### Sequential cells grouped by signal name, run 1

Scale: 1.5 px per um. Other sequential cells in the stronger gray, the rest of the logic in the fainter gray.
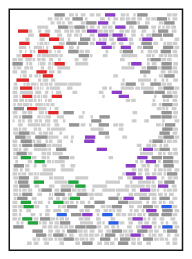
### Nets reached from selected ports, run 1

Scale: 3 px per um.
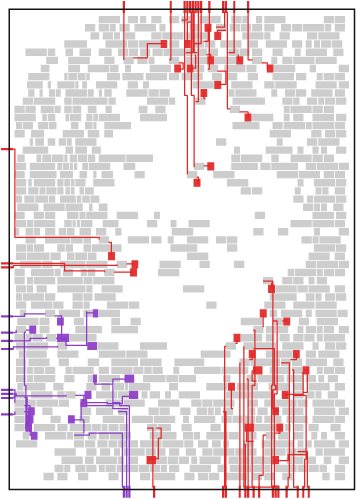
### Routed clock nets over the placement, run 1

Scale: 1.5 px per um.
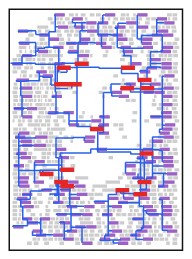
**config.mk**
```make
export PLATFORM = sky130hd
export DESIGN_NAME = id_ex_stage
export DESIGN_NICKNAME = d
export VERILOG_FILES = /design/src/rtl/id_ex_stage.sv
export SDC_FILE = /design/constraint.sdc
export NUM_CORES = 1
export LEC_CHECK = 0
export ABC_CLOCK_PERIOD_IN_PS = 2400
export CAP_MARGIN = 5
export CORE_ASPECT_RATIO = 1.4
export CORE_UTILIZATION = 30
export CTS_CLUSTER_SIZE = 28
export DETAILED_ROUTE_END_ITERATION = 8
export PLACE_DENSITY = 0.76
export SETUP_SLACK_MARGIN = 0.3
export SLEW_MARGIN = 20
export SYNTH_ARGS = -nofsm -noshare
export SYNTH_HDL_FRONTEND = slang
export SYNTH_SLANG_ARGS = --single-unit
```
**constraint.sdc**
```tcl
create_clock -name clk -period 2.4 [get_ports clk]
set_clock_uncertainty 0.2 [all_clocks]
set_input_delay 0.36 -clock clk [delete_from_list [all_inputs] [get_ports clk]]
set_output_delay 0.36 -clock clk [all_outputs]
set_load 0.02 [all_outputs]
```
**src/rtl/id_ex_stage.sv**
```systemverilog
// ID/EX pipeline register with load-use hazard detection, branch squash and a
// saturating count of inserted load-use bubbles.
module id_ex_stage #(
    parameter int XLEN   = 32,
    parameter int CTRL_W = 11
) (
    input  logic              clk,
    input  logic              reset,
    input  logic              id_valid,
    input  logic [CTRL_W-1:0] id_ctrl,
    input  logic [XLEN-1:0]   id_pc,
    input  logic [XLEN-1:0]   id_rs1_data,
    input  logic [XLEN-1:0]   id_rs2_data,
    input  logic [XLEN-1:0]   id_imm,
    input  logic [4:0]        id_rs1,
    input  logic [4:0]        id_rs2,
    input  logic [4:0]        id_rd,
    input  logic [2:0]        id_funct3,
    input  logic              id_funct7b5,
    input  logic              flush,
    output logic              ex_valid,
    output logic [CTRL_W-1:0] ex_ctrl,
    output logic [XLEN-1:0]   ex_pc,
    output logic [XLEN-1:0]   ex_rs1_data,
    output logic [XLEN-1:0]   ex_rs2_data,
    output logic [XLEN-1:0]   ex_imm,
    output logic [4:0]        ex_rs1,
    output logic [4:0]        ex_rs2,
    output logic [4:0]        ex_rd,
    output logic [2:0]        ex_funct3,
    output logic              ex_funct7b5,
    output logic              stall,
    output logic [15:0]       bubble_count
);

    localparam int ALU_SRC   = 2;
    localparam int MEM_READ  = 5;
    localparam int MEM_WRITE = 6;

    logic              ex_valid_reg;
    logic [CTRL_W-1:0] ex_ctrl_reg;
    logic [XLEN-1:0]   ex_pc_reg;
    logic [XLEN-1:0]   ex_rs1_data_reg;
    logic [XLEN-1:0]   ex_rs2_data_reg;
    logic [XLEN-1:0]   ex_imm_reg;
    logic [4:0]        ex_rs1_reg;
    logic [4:0]        ex_rs2_reg;
    logic [4:0]        ex_rd_reg;
    logic [2:0]        ex_funct3_reg;
    logic              ex_funct7b5_reg;
    logic [15:0]       bubble_count_reg;

    logic rs1_used;
    logic rs2_used;
    logic hazard;
    logic load_en;

    // An all-zero control word is an undecoded opcode and reads nothing; rs2 is
    // read whenever the ALU takes a register operand, or by stores for data.
    assign rs1_used = id_valid && (id_ctrl != '0);
    assign rs2_used = rs1_used && (!id_ctrl[ALU_SRC] || id_ctrl[MEM_WRITE]);

    assign hazard = ex_valid_reg && ex_ctrl_reg[MEM_READ] && (ex_rd_reg != 5'd0)
                 && ((rs1_used && (ex_rd_reg == id_rs1)) ||
                     (rs2_used && (ex_rd_reg == id_rs2)));

    assign stall   = hazard && !flush;
    assign load_en = !reset && !flush && !hazard && id_valid;

    always_ff @(posedge clk) begin
        if (!load_en) begin
            ex_valid_reg    <= 1'b0;
            ex_ctrl_reg     <= '0;
            ex_pc_reg       <= '0;
            ex_rs1_data_reg <= '0;
            ex_rs2_data_reg <= '0;
            ex_imm_reg      <= '0;
            ex_rs1_reg      <= '0;
            ex_rs2_reg      <= '0;
            ex_rd_reg       <= '0;
            ex_funct3_reg   <= '0;
            ex_funct7b5_reg <= 1'b0;
        end else begin
            ex_valid_reg    <= 1'b1;
            ex_ctrl_reg     <= id_ctrl;
            ex_pc_reg       <= id_pc;
            ex_rs1_data_reg <= id_rs1_data;
            ex_rs2_data_reg <= id_rs2_data;
            ex_imm_reg      <= id_imm;
            ex_rs1_reg      <= id_rs1;
            ex_rs2_reg      <= id_rs2;
            ex_rd_reg       <= id_rd;
            ex_funct3_reg   <= id_funct3;
            ex_funct7b5_reg <= id_funct7b5;
        end
    end

    // Only bubbles that actually get inserted count; a flush overrides the hazard.
    always_ff @(posedge clk) begin
        if (reset) begin
            bubble_count_reg <= '0;
        end else if (stall && (bubble_count_reg != 16'hFFFF)) begin
            bubble_count_reg <= bubble_count_reg + 16'd1;
        end
    end

    assign ex_valid     = ex_valid_reg;
    assign ex_ctrl      = ex_ctrl_reg;
    assign ex_pc        = ex_pc_reg;
    assign ex_rs1_data  = ex_rs1_data_reg;
    assign ex_rs2_data  = ex_rs2_data_reg;
    assign ex_imm       = ex_imm_reg;
    assign ex_rs1       = ex_rs1_reg;
    assign ex_rs2       = ex_rs2_reg;
    assign ex_rd        = ex_rd_reg;
    assign ex_funct3    = ex_funct3_reg;
    assign ex_funct7b5  = ex_funct7b5_reg;
    assign bubble_count = bubble_count_reg;

endmodule

```
==> impl_metrics.yaml, run 1 <==
# flow metrics
final_timing:
  period_needed_ns: 2.51
  rsz0062_at_grt: "true"
  worst_slack_ns: -0.111
  setup_viol: 161
yosys:
  ys_sh_mux: 0.00400
  top_cells_by_count: "dfxtp_1, and2_1, buf_6, nor2_1, xnor2_1"
  synth.net_count: 619
  most_common_cell: "dfxtp_1"
layout:
  final_common_cell: "clkdlybuf4s50_1"
routing:
  drtAntennaViolNets: 0
  via_per_inst: 4.20
  vias: 4545
power_and_ir_drop:
  combinationalPower_uw: 682
  switching_share: 0.228
  powerClk_uw: 2690
  intPower_uw: 4920
critical_path:
  required_ns: 2.56
  end_kind: "flip-flop"
clock_network:
  clkTransAtPathRegs_ns: 0.07
min_path:
  hold_end: "ex_rs2[4]$_SDFF_PN0_"
status:
  failed_checks: "setup timing"
  status: "finished with violations"
-- 'Sequential cells grouped by signal name' (at the start) --
[red] bubble_count | placed flops: 16 | where: north-west
[purple] ex_rs2_data | placed flops: 32
[blue] ex_rs1 | placed flops: 5
[green] ex_ctrl | placed flops: 11 | where: south-west
not colored: 111

-- 'Nets reached from selected ports' (at the start) --
[purple] id_ctrl | bits: 11 | direction: input | edge: 8 west, 3 south | end cells: 16 | wire: 351 um
[red] id_rs2_data | bits: 32 | direction: input | edge: 15 south, 14 north, 3 west | end cells: 32 | wire: 1,260 um

-- 'Routed clock nets over the placement' (at the start) --
[red] cells driving clock nets | count: 17
[purple] flip-flops | count: 175
[blue] clock wires | length: 2,030 um
routed clock nets: 18

[run 1: per-layer routing]
layer | global-route usage | vias to the layer above | part of all wire
li1 | - | 2214 | -
met1 | 0.194 | 2099 | 0.37
met2 | 0.329 | 214 | 0.52
met3 | 0.0796 | 18 | 0.093
met4 | 0.0567 | 0 | 0.015
met5 | 0 | - | 0
[run 1: cell type report]
type,count,area [um2]
fill,1441,7100
timing repair buffer,381,3970
sequential,175,3520
multi-input combinational,255,1860
clock buffer,19,454
tap,236,295
clock inverter,12,121
inverter,3,11.3
[run 1: what timing repair did]
action / in CTS / in global routing
pin swaps: 15 / 24
gates resized: 33 / 51
cloned: 4 / 4
setup endpoints to repair: 176 / 181
buffers inserted: 12 / 2
### Placed standard cells, run 1

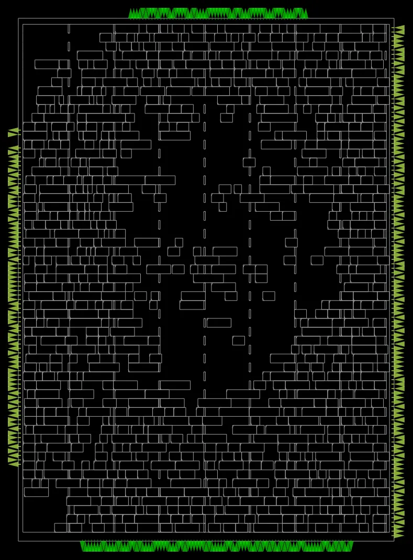

==> run 2, diff against run 1 <==
- CORE_AREA: default -> 2 2 132 134
- CORE_ASPECT_RATIO: 1.4 -> default
- CORE_UTILIZATION: 30 -> default
- DIE_AREA: default -> 0 0 134 136
- PLACE_DENSITY: 0.76 -> 0.79
- TNS_END_PERCENT: default -> 10
### Placed standard cells, run 2

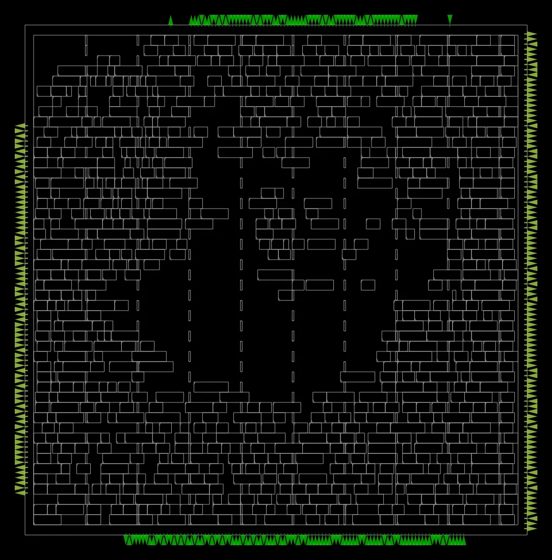
post-route insts no fill: 1,053
Tap Cells: 225
FILL cells: 1,442
Site Rows: 48
Util after Layout: 0.583

### Routed clock nets over the placement, run 2

Scale: 2 px per um.
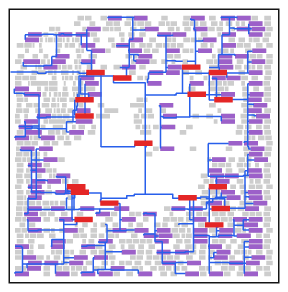
[red] cells driving clock nets | count: 17
[purple] flip-flops | count: 175
[blue] clock wires | length: 1,970 um
flops lie: widely spread
power share of the clock group: 0.423
Power Clock: 2660 uW
clk ins delay skew pair: 0.41 ns

==> run 2 against run 1 <==
The run still ends with setup timing left; critical endpoint is now stall; power decreased by 1.1%; routed wire length is 10% lower; largest power group unchanged; area after synthesis unchanged.
==> impl_metrics.yaml, run 2 <==
# flow metrics
status:
  status: "finished with violations"
  failed_checks: "setup timing"
yosys:
  most_common_cell: "dfxtp_1"
  synth_flop_count: 175
  synth_cells: 456
  synth.net_count: 619
  ys_sh_mux: 0.00400
  top_cells_by_count: "dfxtp_1, and2_1, buf_6, nor2_1, xnor2_1"
  yosys.area_share.simple: 0.247
global_route:
  grt_use_met1: 0.172
  met3_usage: 0.0694
  grt.busiest_layer: "met2"
critical_path:
  end_kind: "primary output"
  required_ns: 1.84
  cp-startpoint: "ex_rd[1]$_SDFF_PN0_"
clock_network:
  cts_hold_buf: 0
  cts_setup_buffers: 6
  clkTransAtPathRegs_ns: 0.07
  postCtsResizedCells: 79
  cts_buffers: 17
final_timing:
  period_needed_ns: 2.42
  rsz0062_at_grt: "true"
  setup_viol: 1
  worst_slack_ns: -0.0157
min_path:
  hold_end: "ex_rd[1]$_SDFF_PN0_"
power_and_ir_drop:
  intPower_uw: 4810
  combinationalPower_uw: 646
  switching_share: 0.237
routing:
  drtAntennaViolNets: 0
  vias: 4359
  via_per_inst: 4.14
layout:
  final_common_cell: "clkdlybuf4s50_1"
  lay_top_cells: "clkdlybuf4s50_1, dfxtp_1, and2_1"
placed_design:
  gp_congestion: 0.776
## run 2: per-stage QoR
| stage | power, uW | hold WS (ns) |
|---|---|---|
| after floorplan | 3250 | 0.281 |
| after global placement | 3670 | 0.287 |
| after detailed placement | 3680 | 0.297 |
| after CTS | 6390 | 0.271 |
| after global routing | 6560 | 0.274 |
| final | 6300 | 0.295 |
## run 2: cell type report
type / count / area [um2]
inverters: 3 / 11.3
well taps: 225 / 282
flip-flops and latches: 175 / 3520
clock buffers: 18 / 439
clock inverters: 14 / 139
repair buffers: 361 / 3600
multi-input cells: 255 / 1830
fillers: 1442 / 7040
diodes: 2 / 5.00
## run 2: metal layers
layer | vias up | part of all wire
met3 | 20 | 0.093
met5 | - | 0
met4 | 0 | 0.020
met2 | 198 | 0.53
met1 | 1960 | 0.35
li1 | 2181 | -
### Nets reached from selected ports, run 2

Scale: 3 px per um.
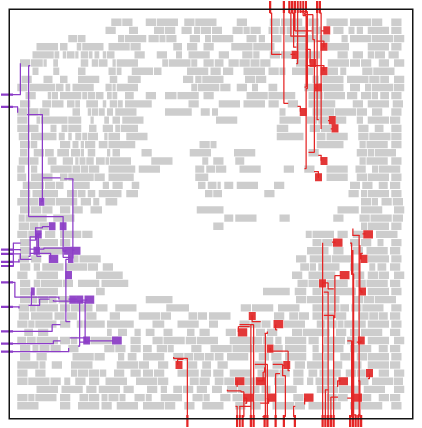

==> run 3, diff against run 2 <==
- SKIP_LAST_GASP: default -> 1
### Nets reached from selected ports, run 3

Scale: 3 px per um.
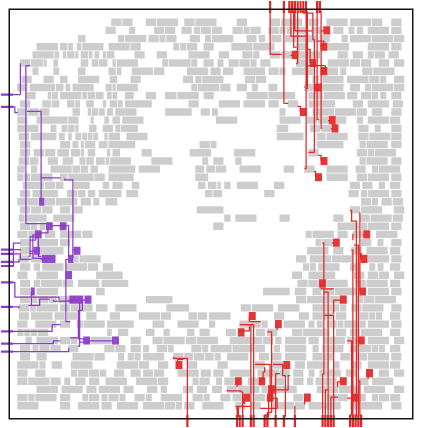
[purple] id_ctrl | bits: 11 | direction: input | edge: west | end cells: 16 | wire: 419 um
[red] id_rs2_data | bits: 32 | direction: input | edge: 21 south, 11 north | end cells: 32 | wire: 1,050 um

==> run 3 against run 2 <==
The flow still finishes with violations (setup timing); routed wire length down 1.3%; via count is 0.99% lower; highest routed layer unchanged; core utilization decreased by 1.1 points; die size did not move; non-clock buffer count did not move; cell count unchanged; synthesized cell count did not move; flip-flop count did not move; maximum frequency grew 0.13%; power down 0.40%; critical path type unchanged; register-to-register slack barely moved.
==> impl_metrics.yaml, run 3 <==
# flow metrics
power_and_ir_drop:
  total_power_uw: 6280
  intPower_uw: 4790
  p_clk_frac: 0.425
  powerClk_uw: 2670
  switching_share: 0.237
layout:
  num_antenna_cells: 2
  flops: 175
  nonClkBufAreaFrac: 0.372
  stdcell_count: 1053
  logic_gates: 255
  final_common_cell: "clkdlybuf4s50_1"
  flop_area_um2: 3520
  num-nonclk-inverters: 3
  n_fill_cell: 1460
  clock_buffers: 18
  combGateArea_um2: 1660
  signal_buffers: 361
  largest_class: "buffers"
  comb_area_frac: 0.172
final_timing:
  period_needed_ns: 2.41
  worst_slack_ns: -0.0126
  setup_viol: 1
floorplanning:
  fp-row-count: 48
  tap_cells: 225
routing:
  via_per_inst: 4.10
  wl_met1_um: 5530
  drtAntennaViolNets: 0
  wl_met2_um: 8320
  vias: 4316
  dr.max_layer_used: "met4"
placed_design:
  gp_congestion: 0.776
critical_path:
  end_kind: "primary output"
  cp-startpoint: "ex_rd[1]$_SDFF_PN0_"
  required_ns: 1.84
min_path:
  hold_end: "ex_pc[15]$_SDFF_PN0_"
yosys:
  most_common_cell: "dfxtp_1"
  synth_flop_count: 175
  synth.net_count: 619
clock_network:
  clkTransAtPathRegs_ns: 0.07
  cts_setup_buffers: 6
  clk-insertion-delay-late_ns: 0.41
status:
  status: "finished with violations"
  failed_checks: "setup timing"
### Cell classes on the final placement, run 3

Scale: 2 px per um.
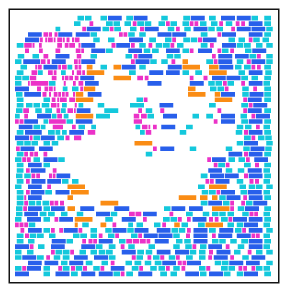
[orange] clock drivers and dummy loads | cells: 32 | share of their area: 6.2%
[cyan] other buffers and delay cells | cells: 361 | share of their area: 38%
[magenta] all other logic | cells: 258 | share of their area: 18%
[blue] flops | cells: 175 | share of their area: 38%
Design Area, Final: 9650 um2
core area: 16,900 um2
proportion of cell area occupied by registers: 0.365
Util after Layout: 0.572

## run 3: cell counts after synthesis
No cell type changed its count.
## run 3: cells by family after synthesis
logic type / count (synthesis) / share of synthesized area
buffers and inverters: 26 / 0.0379
DFF: 175 / 0.658
xor gates and xnor gates: 14 / 0.0230
muxes: 2 / 0.00400
AOI/OAI and AO/OA: 22 / 0.0277
and+or+nand+nor: 216 / 0.247
adders and majority gates: 1 / 0.00235
## run 3: how the worst max path moves through the flow
stage	end	cells past startpoint
floorplan	bubble_count[11]$_SDFFE_PP0P_	8
global placement	stall	7
detailed placement	stall	7
CTS	stall	5
global route	stall	5
finish	stall	5
## run 3: routing by layer
metal / track usage / vias up
met1: 0.166 / 1922
li1: - / 2187
met4: 0.0496 / 0
met5: 0 / -
met3: 0.0694 / 12
met2: 0.315 / 195
Power figures rest on the tool's default switching activity, not on a simulated workload.
